==> src/rtl/race_pkg.sv <==
// Shared definitions for the race timer: controller state encoding,
// winner encodings and the default prescaler length.
package race_pkg;

  typedef enum logic [2:0] {
    ST_IDLE      = 3'd0,
    ST_COUNTDOWN = 3'd1,
    ST_RUNNING   = 3'd2,
    ST_FINISHED  = 3'd3,
    ST_TIMEOUT   = 3'd4
  } state_t;

  localparam logic [1:0] WIN_NONE = 2'b00;
  localparam logic [1:0] WIN_P1   = 2'b01;
  localparam logic [1:0] WIN_P2   = 2'b10;
  localparam logic [1:0] WIN_TIE  = 2'b11;

  localparam int DEFAULT_TICKS_PER_SEC = 50000000;

endpackage

==> src/rtl/race_controller_tick_gen.sv <==
// One-second tick prescaler. A restart reloads the counter so that the first
// tick lands exactly TICKS_PER_SEC cycles later; afterwards it free-runs.
module tick_gen
  import race_pkg::*;
#(
  parameter int TICKS_PER_SEC = DEFAULT_TICKS_PER_SEC
) (
  input  logic clock,
  input  logic reset,
  input  logic restart,
  output logic tick
);

  localparam int CW = (TICKS_PER_SEC > 1) ? $clog2(TICKS_PER_SEC) : 1;
  localparam logic [CW-1:0] RELOAD = CW'(TICKS_PER_SEC - 1);

  logic [CW-1:0] count;

  assign tick = (count == '0);

  // Down-counter: reload on restart or after the tick cycle, else decrement.
  always_ff @(posedge clock) begin
    if (reset) begin
      count <= '0;
    end else if (restart || tick) begin
      count <= RELOAD;
    end else begin
      count <= count - CW'(1);
    end
  end

endmodule

==> src/rtl/race_controller.sv <==
// Race timer sequencer: start countdown, gated 1 Hz enable into the seconds
// display counter, finish arbitration, false-start flags and time limit.
module race_controller
  import race_pkg::*;
#(
  parameter int TICKS_PER_SEC  = DEFAULT_TICKS_PER_SEC,
  parameter int COUNTDOWN_SECS = 3,
  parameter int TIME_LIMIT     = 99
) (
  input  logic       clock,
  input  logic       reset,
  input  logic       start,
  input  logic       p1_finish,
  input  logic       p2_finish,
  output logic       cnt_clear,
  output logic       cnt_enable,
  output logic [3:0] countdown_digit,
  output logic [2:0] state,
  output logic       go,
  output logic [1:0] winner,
  output logic [1:0] false_start,
  output logic       timeout
);

  localparam logic [3:0] CD_START = 4'(COUNTDOWN_SECS);
  localparam logic [6:0] LIMIT    = 7'(TIME_LIMIT);

  state_t     state_r;
  logic [6:0] elapsed;
  logic       start_q, p1_q, p2_q;
  logic       start_rise, p1_rise, p2_rise;
  logic       p1_valid, p2_valid, any_valid;
  logic       at_limit;
  logic       restart;
  logic       tick;
  logic [1:0] fs_next;
  logic [1:0] fin_code;

  assign start_rise = start & ~start_q;
  assign p1_rise    = p1_finish & ~p1_q;
  assign p2_rise    = p2_finish & ~p2_q;

  // A finish only counts for a player who did not jump the countdown.
  assign p1_valid  = p1_rise & ~false_start[0];
  assign p2_valid  = p2_rise & ~false_start[1];
  assign any_valid = p1_valid | p2_valid;
  assign at_limit  = (elapsed == LIMIT);

  // Flags seen at the final countdown tick include an edge in that same cycle.
  assign fs_next = false_start | {p2_rise, p1_rise};

  assign restart = start_rise &&
                   (state_r != ST_COUNTDOWN) && (state_r != ST_RUNNING);

  // Counting stops on the finish/timeout cycle so the display freezes there.
  assign cnt_enable = (state_r == ST_RUNNING) & tick & ~any_valid & ~at_limit;

  assign state = state_r;

  // Winner encoding from the valid finishes of the current cycle.
  always_comb begin
    fin_code = WIN_NONE;
    unique case ({p2_valid, p1_valid})
      2'b01:   fin_code = WIN_P1;
      2'b10:   fin_code = WIN_P2;
      2'b11:   fin_code = WIN_TIE;
      default: fin_code = WIN_NONE;
    endcase
  end

  tick_gen #(
    .TICKS_PER_SEC(TICKS_PER_SEC)
  ) u_tick_gen (
    .clock  (clock),
    .reset  (reset),
    .restart(restart),
    .tick   (tick)
  );

  // One-register delay of the level inputs for rising-edge detection.
  always_ff @(posedge clock) begin
    if (reset) begin
      start_q <= 1'b0;
      p1_q    <= 1'b0;
      p2_q    <= 1'b0;
    end else begin
      start_q <= start;
      p1_q    <= p1_finish;
      p2_q    <= p2_finish;
    end
  end

  // Race sequencer with registered outputs.
  always_ff @(posedge clock) begin
    if (reset) begin
      state_r         <= ST_IDLE;
      elapsed         <= '0;
      cnt_clear       <= 1'b0;
      countdown_digit <= '0;
      go              <= 1'b0;
      winner          <= WIN_NONE;
      false_start     <= 2'b00;
      timeout         <= 1'b0;
    end else begin
      cnt_clear <= 1'b0;
      case (state_r)
        ST_IDLE, ST_FINISHED, ST_TIMEOUT: begin
          if (start_rise) begin
            state_r         <= ST_COUNTDOWN;
            countdown_digit <= CD_START;
            elapsed         <= '0;
            winner          <= WIN_NONE;
            false_start     <= 2'b00;
            timeout         <= 1'b0;
            go              <= 1'b0;
            cnt_clear       <= 1'b1;
          end
        end
        ST_COUNTDOWN: begin
          false_start <= fs_next;
          if (tick) begin
            if (countdown_digit > 4'd1) begin
              countdown_digit <= countdown_digit - 4'd1;
            end else begin
              countdown_digit <= '0;
              if (fs_next == 2'b11) begin
                state_r <= ST_FINISHED;
                winner  <= WIN_NONE;
              end else begin
                state_r <= ST_RUNNING;
                go      <= 1'b1;
              end
            end
          end
        end
        ST_RUNNING: begin
          if (any_valid) begin
            state_r <= ST_FINISHED;
            winner  <= fin_code;
            go      <= 1'b0;
          end else if (tick && at_limit) begin
            state_r <= ST_TIMEOUT;
            timeout <= 1'b1;
            go      <= 1'b0;
          end else if (tick) begin
            elapsed <= elapsed + 7'd1;
          end
        end
        default: begin
          state_r <= ST_IDLE;
          go      <= 1'b0;
        end
      endcase
    end
  end

endmodule

==> config.mk <==
export PLATFORM = sky130hd
export DESIGN_NAME = race_controller
export DESIGN_NICKNAME = d
export VERILOG_FILES = /design/src/rtl/race_pkg.sv /design/src/rtl/race_controller_tick_gen.sv /design/src/rtl/race_controller.sv
export SDC_FILE = /design/constraint.sdc
export NUM_CORES = 1
export LEC_CHECK = 0
export ABC_AREA = 1
export CAP_MARGIN = 20
export CORE_UTILIZATION = 28
export CTS_CLUSTER_SIZE = 8
export DETAILED_ROUTE_END_ITERATION = 16
export SYNTH_ARGS = -nofsm -noshare
export SYNTH_HDL_FRONTEND = slang
export SYNTH_SLANG_ARGS = --single-unit
==> constraint.sdc <==
create_clock -name clock -period 2.7 [get_ports clock]
set_input_delay 0.54 -clock clock [delete_from_list [all_inputs] [get_ports clock]]
set_output_delay 0.54 -clock clock [all_outputs]
set_load 0.02 [all_outputs]
==> results.rst, run 1 <==
Synthesis and place-and-route
=============================

.. list-table::
   :header-rows: 1

   * - Metric
     - Value
   * - Number of setup buffers added after CTS
     - 0
   * - Arrival time at the worst endpoint
     - just under 2000 ps
   * - TritonCTS clock tree
     - done
   * - Via count normalized by instance count
     - 4.57
   * - Level count of the clock H-tree
     - 2
   * - Count of non-CTS inverters in the layout
     - 47
   * - Final nets
     - 416
   * - Worst Tran Pin Value
     - between 500 and 600 ps
   * - Uppermost signal routing layer after detailed routing
     - met4
   * - Comb area
     - 1530 um2
   * - Power Total
     - approximately 2800 uW
   * - Mapped Avg Cell Area
     - approximately 7.3 um2
   * - Detailed-routing iteration count for the pre-antenna-repair pass
     - 4
   * - Share of post-route cells with drive strength above 1
     - 0.185
   * - Global placement routability congestion
     - 0.807
   * - Maximum capacitance violations
     - 0
   * - Maximum single-stage delay on the critical path
     - 340 ps
   * - Required time of the critical path
     - roughly 2200 ps
   * - Ys async rst share
     - 0
   * - Die Ht
     - 101 um
   * - Met3 wire length
     - 129 um
   * - Share of the clock period used by the worst path
     - 0.933
   * - Post-cts hold-fix buffer tally
     - 0
   * - Clk tree area frac
     - 0.0257
   * - Type of the worst min-delay path
     - reg2reg
   * - Final antenna-violating net count
     - 0
   * - Cell total in the yosys stat output
     - 378
   * - Final critical delay including setup and external delays
     - around 2500 ps
   * - Number of hold violations in the final report
     - 0
   * - Fraction of power consumed by combinational cells
     - 0.475
   * - Power attributed to the clock group
     - 433 uW
   * - Worst IR Drop VDD
     - around 360 uV
   * - Setup repair after global routing missed its margin
     - false
   * - Flop+latch power
     - ~1000 uW
   * - Vias in the first global route
     - 2,329
   * - DRT iter0 DRCs
     - 100
   * - Total of fill cells in the finished design
     - approximately 1,000
   * - Root buffer selected by CTS
     - sky130_fd_sc_hd__clkbuf_8
   * - Data-path buffer share of cell area in the final layout
     - 0.0822
   * - Setup TNS
     - 0 ps
   * - Library cell with the highest instance count after synthesis
     - sky130_fd_sc_hd__nand2_1
   * - Worst slew margin relative to its limit
     - 0.663
   * - Floorplan-stage core utilization
     - 0.293
   * - Sum of buffers and inverters on the critical path
     - 3
   * - Cell area after synthesis
     - 2750 um2
   * - Slowest stage cell on the critical path
     - sky130_fd_sc_hd__dlygate4sd1_1
   * - Prevailing post-synth register cell
     - sky130_fd_sc_hd__dfxtp_1
   * - Final Max Tran Viols
     - 0
   * - Clk_buf instances
     - 6
   * - Areal power density over the cells
     - 866 nW/um2
   * - Count of sequential standard cells
     - 50
   * - Flip-flops with a built-in enable
     - 0
   * - Remaining global-route overflow
     - 0
   * - Share of power burned in the clock network
     - 0.156
   * - Maximum net fanout on the critical path
     - 5
   * - Share of Yosys cell area claimed by the top area cell type
     - 0.364
   * - Yosys chip area
     - 2750 um2
   * - Number of ports placed on the die boundary
     - 20
   * - Port Buffer Count
     - 19
   * - Storage element area
     - around 1000 um2
   * - Highest clock frequency the design can meet
     - about 400 MHz
   * - Tapcell Cnt
     - 129
   * - Antenna violations before repair
     - 0
   * - Sw frac
     - 0.435
   * - Kind of cell adding the most delay to the critical path
     - simple AND/OR/NAND/NOR gates
   * - Sequential-to-total area share from yosys stat
     - 0.364
   * - Ordered cell list for the critical path
     - inv_1 > ha_1 > nand2_2 > nor2_4 > inv_2 > nor2_2 > nand2_1 > nor3_1 > dlygate4sd1_1
   * - Power group with the highest consumption
     - combinational cells
   * - Clock insertion delay at the later pin of the skew report
     - 300 ps
   * - Hold Slack
     - 468 ps
   * - Number of distinct standard cells referenced by the synthesized netlist
     - 36
   * - Maximum number of pins on one net before global-route repair
     - 31
   * - Startpoint-to-endpoint class of the critical path
     - reg2out
   * - # placed instances
     - 529
   * - Number of placement rows
     - 35
   * - Share of cell area taken by flip-flops and latches
     - 0.312
   * - Crit. End Element
     - output port
   * - Area growth, synth to finish
     - 16.9%
   * - Power Combinational
     - approximately 1300 uW
   * - CTS max path bufs
     - 2
   * - Post-Syn Nets
     - 387
   * - Repair and plain buffers
     - 29
   * - Width of the die
     - 101 um
   * - Tally of yosys warning messages
     - 0
   * - Met2 routed WL
     - 2740 um
   * - Switching power
     - around 1200 uW
   * - Power Internal
     - about 1600 uW
   * - Count of antenna diodes in the layout
     - 0
   * - Startpoint Class
     - register
   * - Cell class with the largest area share
     - logic gates
   * - Placeable core region
     - 9370 um2
   * - P_leak
     - 0.00124 uW
   * - Count of non-filler cells in the finished layout
     - ~540
   * - Cell accounting for the most synthesized area
     - sky130_fd_sc_hd__dfxtp_1
   * - List of most frequent post-synthesis cells
     - sky130_fd_sc_hd__nand2_1, sky130_fd_sc_hd__dfxtp_1, sky130_fd_sc_hd__nor2_1, sky130_fd_sc_hd__inv_1, sky130_fd_sc_hd__a21oi_1
   * - Area of the die
     - 10,200 um2
   * - Clk slew on worst S/H paths
     - 90 ps
   * - Detailed placement HPWL
     - 4350 um
   * - Outcome
     - complete, no violations
   * - Reg power frac
     - 0.369
   * - Register bit total from synthesis
     - ~50
   * - Post-synth area hogs
     - sky130_fd_sc_hd__dfxtp_1, sky130_fd_sc_hd__nand2_1, sky130_fd_sc_hd__nor2_1
   * - Number of remaining DRC errors
     - 0
   * - Number of multi-input logic gates
     - 274
   * - First-pass GRT wire length
     - 10,400 um
   * - Logic gate fraction of the total cell area
     - 0.475
   * - Number of instances resized during post-cts repair
     - 1
   * - Routed metal-1 wire length
     - ~3000 um
   * - Endpoints failing setup
     - 0
   * - Number of warnings in the stage logs
     - 27
   * - Count of mapped cells out of synthesis
     - 378
-- run 1: final timing paths --
kind / cells past startpoint / endpoint / startpoint / slack [ps]
setup / recovery: 9 / cnt_enable / u_tick_gen.count[0] / 180
hold / removal: 2 / winner[0] / winner[0] / 470
setup reg to reg: 10 / elapsed[5] / u_tick_gen.count[0] / 980
hold reg to reg: 2 / winner[0] / winner[0] / 470
-- run 1: stage by stage --
step                setup WS, ps  instance area [um2]   util
floorplan                    546                 2750      -
global placement           -1.98                 3130  0.334
detailed placement         -1.28                 3130  0.334
CTS                          145                 3210  0.343
global route                6.63                 3210  0.343
finish                       181                 3210  0.343
-- run 1: kinds of logic (layout without fill, tap and decap cells) --
kind of cell | after synthesis | after routing | share of synthesized area
simple gates | 197 | 197 | 0.368
compound gates | 59 | 59 | 0.125
buf+inv | 54 | 82 | 0.0797
flops | 50 | 50 | 0.364
xor+xnor | 14 | 14 | 0.0446
fa+ha+maj | 4 | 4 | 0.0182
-- run 1: flip-flops by register name, indices dropped and copies added, names as in the netlist --
| register | count |
|---|---|
| p1_q | 1 |
| cnt_clear | 1 |
| go | 1 |
| p2_q | 1 |
| u_tick_gen.count | 26 |
| state | 3 |
| start_q | 1 |
| false_start | 2 |
| elapsed | 7 |
| winner | 2 |
| timeout | 1 |
| countdown_digit | 4 |
-- run 1: routing by layer --
metal  track usage  vias up
li1              -     1280
met1         0.161     1135
met2         0.221       25
met3        0.0229        5
met4        0.0301        0
met5             0        -
-- run 1: placed cells by master (no fill, tap or decap), drive strengths merged, types with 2 or more instances in the layout --
cell type and instances:
clkdlybuf4s50 18, and3 2, or2 7, nand2 70, ha 4, o21ai 17
nor2 67, a31oi 6, clkbuf 6, inv 47, xnor2 6, nor3 9
nand4 9, xor2 8, buf 10, nand3 31, a21oi 34, dfxtp 50
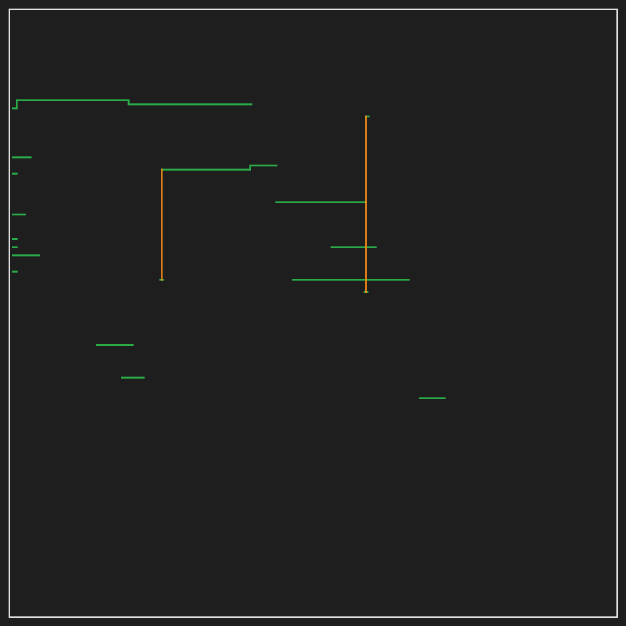
Fig. 1. Wiring by layer (run 1).
Drawn at 6 px/um. Only two layers are drawn.
Key: orange = metal 4 [wire length 47.6 um]; green = metal 3 [wire length 130 um]
count of vias placed by the detailed router: 2,445
final routed wire length divided by cell count: 11.0 um
global routing usage summed across all routing layers: 0.127
Routed WL: 5870 um

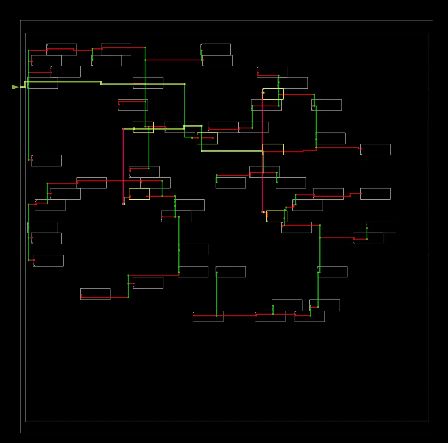
Fig. 2. The clock network (run 1).
Num CTS Buffers: 5
CTS sink cnt: 50
clk_skew: 4.69 ps

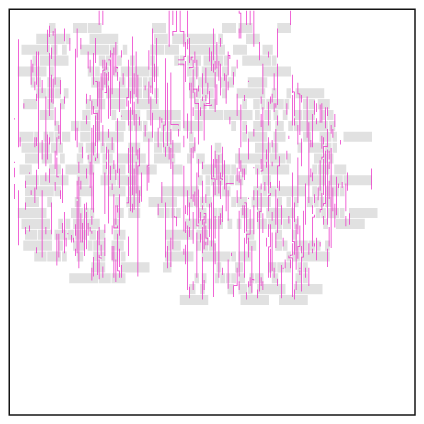
Fig. 3. Signal wires on met2 (run 1).
Drawn at 4 px/um. Cells faint in the background.
The longest straight run is 29.2 um. The layer carries 2,740 um of wire. The wires run mostly vertical.
routing usage on met2: 0.221

==> run 1 -> run 2 <==
HOLD_SLACK_MARGIN = 0.05   (was not set)
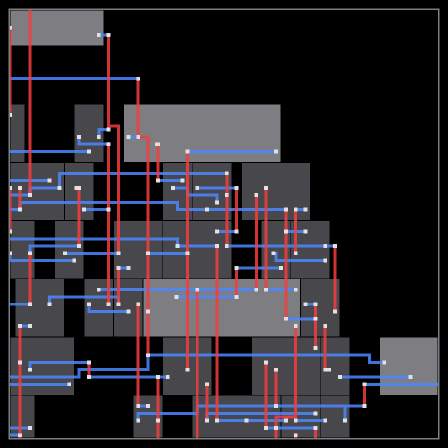
Fig. 4. Close-up of the layout (run 2).
Region (66, 66) to (86, 86) um. Cells in gray, sequential cells in the stronger gray; small squares are vias.
Key: blue = metal 1; red = metal 2
Most frequent: nor2_1 (5), inv_1 (5), o21ai_1 (4). Sequential cells in the window: 3. Netlist names of flops here include u_tick_gen.count (3). 29 logic cells have their middle in the window.

==> results.rst, run 2 <==
Synthesis and place-and-route
=============================

.. list-table::
   :header-rows: 1

   * - Metric
     - Value
   * - Vias in the first global route
     - 2,329 (unchanged)
   * - TritonCTS clock tree
     - done (unchanged)
   * - Storage element area
     - 1000 um2 (unchanged)
   * - Share of the clock period used by the worst path
     - 0.933 (unchanged)
   * - Power Combinational
     - 1320 uW (about the same)
   * - Post-synth area hogs
     - sky130_fd_sc_hd__dfxtp_1, sky130_fd_sc_hd__nand2_1, sky130_fd_sc_hd__nor2_1 (unchanged)
   * - Mapped Avg Cell Area
     - 7.27 um2 (unchanged)
   * - Root buffer selected by CTS
     - sky130_fd_sc_hd__clkbuf_8 (unchanged)
   * - Total of fill cells in the finished design
     - 1,013 (unchanged)
   * - Maximum net fanout on the critical path
     - 5 (unchanged)
   * - Yosys chip area
     - 2750 um2 (unchanged)
   * - Flip-flops with a built-in enable
     - 0 (unchanged)
   * - Maximum capacitance violations
     - 0 (unchanged)
   * - Prevailing post-synth register cell
     - sky130_fd_sc_hd__dfxtp_1 (unchanged)
   * - Cell accounting for the most synthesized area
     - sky130_fd_sc_hd__dfxtp_1 (unchanged)
   * - Width of the die
     - 101 um (unchanged)
   * - Ys async rst share
     - 0 (unchanged)
   * - Detailed-routing iteration count for the pre-antenna-repair pass
     - 4 (unchanged)
   * - Type of the worst min-delay path
     - reg2reg (unchanged)
   * - Startpoint Class
     - register (unchanged)
   * - Flop+latch power
     - 1030 uW (about the same)
   * - Cell total in the yosys stat output
     - 378 (unchanged)
   * - Slowest stage cell on the critical path
     - sky130_fd_sc_hd__dlygate4sd1_1 (unchanged)
   * - Number of distinct standard cells referenced by the synthesized netlist
     - 36 (unchanged)
   * - Routed WL
     - 5870 um (unchanged)
   * - Ordered cell list for the critical path
     - inv_1 > ha_1 > nand2_2 > nor2_4 > inv_2 > nor2_2 > nand2_1 > nor3_1 > dlygate4sd1_1 (unchanged)
   * - List of most frequent post-synthesis cells
     - sky130_fd_sc_hd__nand2_1, sky130_fd_sc_hd__dfxtp_1, sky130_fd_sc_hd__nor2_1, sky130_fd_sc_hd__inv_1, sky130_fd_sc_hd__a21oi_1 (unchanged)
   * - Comb area
     - 1530 um2 (unchanged)
   * - Final routed wire length divided by cell count
     - 11.0 um (unchanged)
   * - Worst slew margin relative to its limit
     - 0.663 (unchanged)
   * - Switching power
     - 1210 uW (unchanged)
   * - Endpoints failing setup
     - 0 (unchanged)
   * - CTS max path bufs
     - 2 (unchanged)
   * - Largest register by flop count
     - u_tick_gen.count (unchanged)
   * - Maximum single-stage delay on the critical path
     - 340 ps (about the same)
   * - Arrival time at the worst endpoint
     - 1980 ps (about the same)
   * - Area of the die
     - 10,200 um2 (unchanged)
   * - Share of post-route cells with drive strength above 1
     - 0.185 (unchanged)
   * - Setup repair after global routing missed its margin
     - false (unchanged)
   * - Count of antenna diodes in the layout
     - 0 (unchanged)
   * - Final Max Tran Viols
     - 0 (unchanged)
   * - First-pass GRT wire length
     - 10,400 um (unchanged)
   * - Commonest cells after routing, fill and taps aside
     - sky130_fd_sc_hd__nand2_1, sky130_fd_sc_hd__nor2_1, sky130_fd_sc_hd__dfxtp_1 (unchanged)
   * - Count of vias placed by the detailed router
     - 2,445 (unchanged)
   * - Post-Syn Nets
     - 387 (unchanged)
   * - Startpoint-to-endpoint class of the critical path
     - reg2out (unchanged)
   * - Library cell with the highest instance count after synthesis
     - sky130_fd_sc_hd__nand2_1 (unchanged)
   * - Crit. End Element
     - output port (unchanged)
   * - Worst IR Drop VDD
     - 364 uV (unchanged)
   * - Via count normalized by instance count
     - 4.57 (unchanged)
   * - Biggest regs
     - u_tick_gen.count (26), elapsed (7), countdown_digit (4) (unchanged)
   * - Outcome
     - complete, no violations (unchanged)
   * - Most frequently placed logic cell in the final layout
     - sky130_fd_sc_hd__nand2_1 (unchanged)
   * - Worst slack after detailed placement
     - -1.28 ps (unchanged)
   * - Global placement routability congestion
     - 0.807 (unchanged)
   * - Highest clock frequency the design can meet
     - 397 MHz (unchanged)
   * - Post-cts hold-fix buffer tally
     - 0 (unchanged)
   * - Antenna violations before repair
     - 0 (unchanged)
   * - Number of hold violations in the final report
     - 0 (unchanged)
   * - Fraction of power consumed by combinational cells
     - 0.475 (about the same)
   * - Share of Yosys cell area claimed by the top area cell type
     - 0.364 (unchanged)
   * - Register bit total from synthesis
     - 50 (unchanged)
   * - Reg power frac
     - 0.369 (about the same)
   * - Register-to-register setup slack
     - 980 ps (about the same)
   * - Hold Path End
     - winner[0] (unchanged)
   * - Number of flip-flops under the largest register name
     - 26 (unchanged)
   * - Timing endpoint of the critical path
     - cnt_enable (unchanged)
   * - Number of ports placed on the die boundary
     - 20 (unchanged)
   * - Sequential-to-total area share from yosys stat
     - 0.364 (unchanged)
   * - Cell area after synthesis
     - 2750 um2 (unchanged)
   * - Num CTS Buffers
     - 5 (unchanged)
   * - Kind of cell adding the most delay to the critical path
     - simple AND/OR/NAND/NOR gates (unchanged)
   * - Maximum number of pins on one net before global-route repair
     - 31 (unchanged)
   * - Final worst-path setup slack
     - 181 ps (unchanged)
   * - Clk_skew
     - 4.69 ps (unchanged)
   * - Endpoint of the most critical register-to-register path
     - elapsed[5] (unchanged)
   * - Port Buffer Count
     - 19 (unchanged)
   * - DRT iter0 DRCs
     - 100 (unchanged)
   * - Power Internal
     - 1570 uW (unchanged)
   * - Required time of the critical path
     - 2160 ps (about the same)
   * - Number of remaining DRC errors
     - 0 (unchanged)
   * - Beginning of the worst hold path
     - winner[0] (unchanged)
-- run 2: cell counts in the layout (fill, tap and decap cells not counted) --
Identical to the previous run, type by type.
-- run 2: per-layer routing --
layer,up-vias,track usage,share of wire
met5,-,0,0
met4,0,0.0301,0.0080
met3,5,0.0229,0.022
met2,25,0.221,0.47
met1,1135,0.161,0.50
li1,1280,-,-
-- run 2: through the flow --
| stage | std cells | hold WS, ps | TNS [ps] | cell area (um2) | utilization |
|---|---|---|---|---|---|
| 2_1_floorplan | 378 | 464 | 0 | 2750 | - |
| 3_3_place_gp | 529 | 455 | -1.98 | 3130 | 0.334 |
| 3_5_place_dp | 529 | 458 | -1.28 | 3130 | 0.334 |
| 4_1_cts | 535 | 471 | 0 | 3210 | 0.343 |
| 5_1_grt | 535 | 500 | 0 | 3210 | 0.343 |
| 6_report | 535 | 468 | 0 | 3210 | 0.343 |
-- run 2: repair_timing --
| action | 4_1_cts | 5_1_grt |
|---|---|---|
| gates resized | 1 | 2 |
| setup endpoints to repair | 1 | 1 |
| setup buffers | 0 | 0 |
-- run 2: cells by family (layout without fill, tap and decap cells) --
| family | after synthesis | count (layout) | synth area share |
|---|---|---|---|
| AOI/OAI and AO/OA | 59 | 59 | 0.125 |
| xor gates and xnor gates | 14 | 14 | 0.0446 |
| adders and majority gates | 4 | 4 | 0.0182 |
| buffers and inverters | 54 | 82 | 0.0797 |
| DFF | 50 | 50 | 0.364 |
| and+or+nand+nor | 197 | 197 | 0.368 |
-- run 2: final cells by class --
type                       count  share of cell area
inverter                      47              0.0549
tap                          129              0.0502
sequential                    50               0.312
timing repair buffer          29              0.0822
clock buffer                   6              0.0257
multi-input combinational    274               0.475
Fig. 5: run 2, the clock network
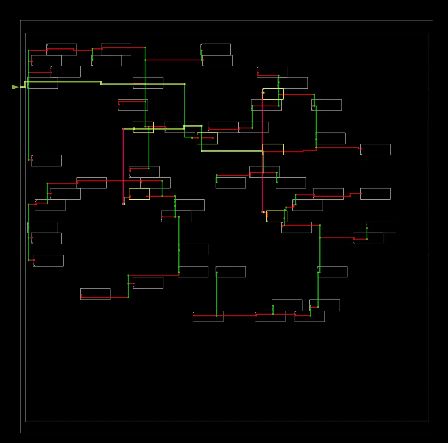

==> run 2 -> run 3 <==
clock period = 2.45 ns   (was 2.7 ns; I/O delays follow)
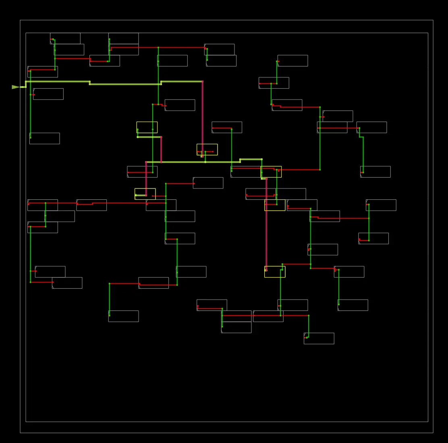
Fig. 6. The clock network (run 3).
clk_skew: 5.45 ps
power attributed to the clock group: 479 uW
clk_buf instances: 6

==> results.rst, run 3 <==
Synthesis and place-and-route
=============================

.. list-table::
   :header-rows: 1

   * - Metric
     - Value
   * - Sequential-to-total area share from yosys stat
     - 0.364 (unchanged)
   * - Flop+latch power
     - 1130 uW (was 1030 uW)
   * - Mapped Avg Cell Area
     - 7.27 um2 (unchanged)
   * - WP depth
     - 9 (unchanged)
   * - Setup repair after global routing missed its margin
     - false (unchanged)
   * - Complex Gates by Area
     - 0.125 (unchanged)
   * - Post-synth area hogs
     - sky130_fd_sc_hd__dfxtp_1, sky130_fd_sc_hd__nand2_1, sky130_fd_sc_hd__nor2_1 (unchanged)
   * - Worst IR Drop VDD
     - 308 uV (was 364 uV)
   * - Post-Syn Nets
     - 387 (unchanged)
   * - Fraction of power consumed by combinational cells
     - 0.479 (was 0.475)
   * - Final antenna-violating net count
     - 0 (unchanged)
   * - Slowest stage cell on the critical path
     - sky130_fd_sc_hd__dfxtp_1 (was sky130_fd_sc_hd__dlygate4sd1_1)
   * - Number of flip-flops under the largest register name
     - 26 (unchanged)
   * - Number of distinct standard cells referenced by the synthesized netlist
     - 36 (unchanged)
   * - Tally of yosys warning messages
     - 0 (unchanged)
   * - Ys async rst share
     - 0 (unchanged)
   * - Power group with the highest consumption
     - combinational cells (unchanged)
   * - Endpoint of the most critical register-to-register path
     - elapsed[5] (unchanged)
   * - Share of power burned in the clock network
     - 0.155 (was 0.156)
   * - Maximum single-stage delay on the critical path
     - 310 ps (was 340 ps)
   * - Cell area after synthesis
     - 2750 um2 (unchanged)
   * - Maximum net fanout on the critical path
     - 4 (was 5)
   * - Areal power density over the cells
     - 956 nW/um2 (was 866 nW/um2)
   * - Biggest regs
     - u_tick_gen.count (26), elapsed (7), countdown_digit (4) (unchanged)
   * - Share of post-route cells with drive strength above 1
     - 0.193 (was 0.185)
   * - CTS max path bufs
     - 2 (unchanged)
   * - Die Ht
     - 101 um (unchanged)
   * - Number of setup buffers added after CTS
     - 0 (unchanged)
   * - Reg power frac
     - 0.366 (was 0.369)
   * - Worst-case reg-to-reg path depth
     - 11 (was 10)
   * - Power Internal
     - 1750 uW (was 1570 uW)
   * - Floorplan-stage core utilization
     - 0.293 (unchanged)
   * - Main kind of combinational logic by area
     - simple AND/OR/NAND/NOR gates (unchanged)
   * - Startpoint Class
     - register (unchanged)
   * - Power Combinational
     - 1480 uW (was 1320 uW)
   * - Final nets
     - 419 (was 416)
   * - First-pass GRT wire length
     - 10,800 um (was 10,400 um)
   * - Worst Tran Pin Value
     - 466 ps (was 503 ps)
   * - Final routed wire length divided by cell count
     - 11.3 um (was 11.0 um)
   * - Post-cts hold-fix buffer tally
     - 0 (unchanged)
   * - Final critical delay including setup and external delays
     - 2270 ps
   * - Number of instances resized during post-cts repair
     - 1 (unchanged)
   * - Share of the clock period used by the worst path
     - 0.926
   * - Detailed-routing iteration count for the pre-antenna-repair pass
     - 4 (unchanged)
   * - Sw frac
     - 0.434 (was 0.435)
   * - Maximum number of pins on one net before global-route repair
     - 31 (unchanged)
   * - List of most frequent post-synthesis cells
     - sky130_fd_sc_hd__nand2_1, sky130_fd_sc_hd__dfxtp_1, sky130_fd_sc_hd__nor2_1, sky130_fd_sc_hd__inv_1, sky130_fd_sc_hd__a21oi_1 (unchanged)
   * - Startpoint of the worst-slack reg-to-reg timing path
     - u_tick_gen.count[0] (unchanged)
   * - Library cell with the highest instance count after synthesis
     - sky130_fd_sc_hd__nand2_1 (unchanged)
   * - Arrival time at the worst endpoint
     - 1780 ps (was 1980 ps)
   * - Maximum capacitance violations
     - 0 (unchanged)
   * - Antenna violations before repair
     - 0 (unchanged)
   * - Count of mapped cells out of synthesis
     - 378 (unchanged)
   * - Largest register by flop count
     - u_tick_gen.count (unchanged)
   * - Hold Slack
     - 465 ps (was 468 ps)
   * - Sum of buffers and inverters on the critical path
     - 3 (unchanged)
   * - Endpoints failing setup
     - 0 (unchanged)
   * - Comb area
     - 1530 um2 (unchanged)
   * - XOR Share, Synth
     - 0.0446 (unchanged)
   * - Adder share
     - 0.0182 (unchanged)
   * - CTS sink cnt
     - 50 (unchanged)
   * - Multiplexer share
     - 0 (unchanged)
   * - Vias in the first global route
     - 2,427 (was 2,329)
   * - Share of Yosys cell area claimed by the top area cell type
     - 0.364 (unchanged)
   * - Outcome
     - complete, no violations (unchanged)
   * - Clock insertion delay at the later pin of the skew report
     - 300 ps (about the same)
   * - Area of the die
     - 10,200 um2 (unchanged)
   * - Flip-flops with a built-in enable
     - 0 (unchanged)
   * - Type of the worst min-delay path
     - reg2reg (unchanged)
   * - Basic-gate share of the synthesized area counting and, or, nand and nor cells
     - 0.368 (unchanged)
   * - Root buffer selected by CTS
     - sky130_fd_sc_hd__clkbuf_8 (unchanged)
   * - Count of antenna diodes in the layout
     - 0 (unchanged)
   * - Switching power
     - 1340 uW (was 1210 uW)
-- run 3: how the worst min path moves through the flow --
stage	to	slack [ps]	startpoint	cells past startpoint
detailed placement	winner[1]	450	winner[1]	2
floorplan	u_tick_gen.count[8]	460	u_tick_gen.count[8]	2
global route	winner[1]	490	winner[1]	2
CTS	winner[1]	470	winner[1]	2
finish	winner[1]	460	winner[1]	2
global placement	winner[1]	450	winner[1]	2
-- run 3: stage by stage --
| step | area, um2 | std cells | power [uW] |
|---|---|---|---|
| 2_1_floorplan | 2750 | 378 | 2250 |
| 3_3_place_gp | 3150 | 532 | 2610 |
| 3_5_place_dp | 3150 | 532 | 2630 |
| 4_1_cts | 3240 | 538 | 3120 |
| 5_1_grt | 3230 | 538 | 3370 |
| 6_report | 3230 | 538 | 3090 |
-- run 3: kinds of logic (layout without fill, tap and decap cells) --
family,after synthesis,after routing
compound gates,59,59
simple gates,197,197
flops,50,50
xor+xnor,14,14
fa+ha+maj,4,4
buf+inv,54,85
-- run 3: layer usage --
metal / share of wire / track usage / wire length (um) / up-vias
met5: 0 / 0 / 0 / -
met4: 0.0090 / 0.0357 / 55 / 0
met3: 0.027 / 0.0215 / 167 / 8
met2: 0.49 / 0.229 / 2980 / 31
met1: 0.47 / 0.165 / 2890 / 1132
li1: - / - / - / 1283
-- run 3: tightest hold or removal path: cells and delay by family, from the launching register on --
family,cells,cell delay [ps]
DFF,1,320
and+or+nand+nor,1,60
AOI/OAI and AO/OA,1,50
-- run 3: layout make-up --
class / count / area share
Multi-Input combinational cell: 274 / 0.473
Sequential cell: 50 / 0.310
Timing Repair Buffer: 32 / 0.0875
Inverter: 47 / 0.0546
Clock buffer: 6 / 0.0256
Tap cell: 129 / 0.0499
Power is estimated from default activity; no workload was simulated.
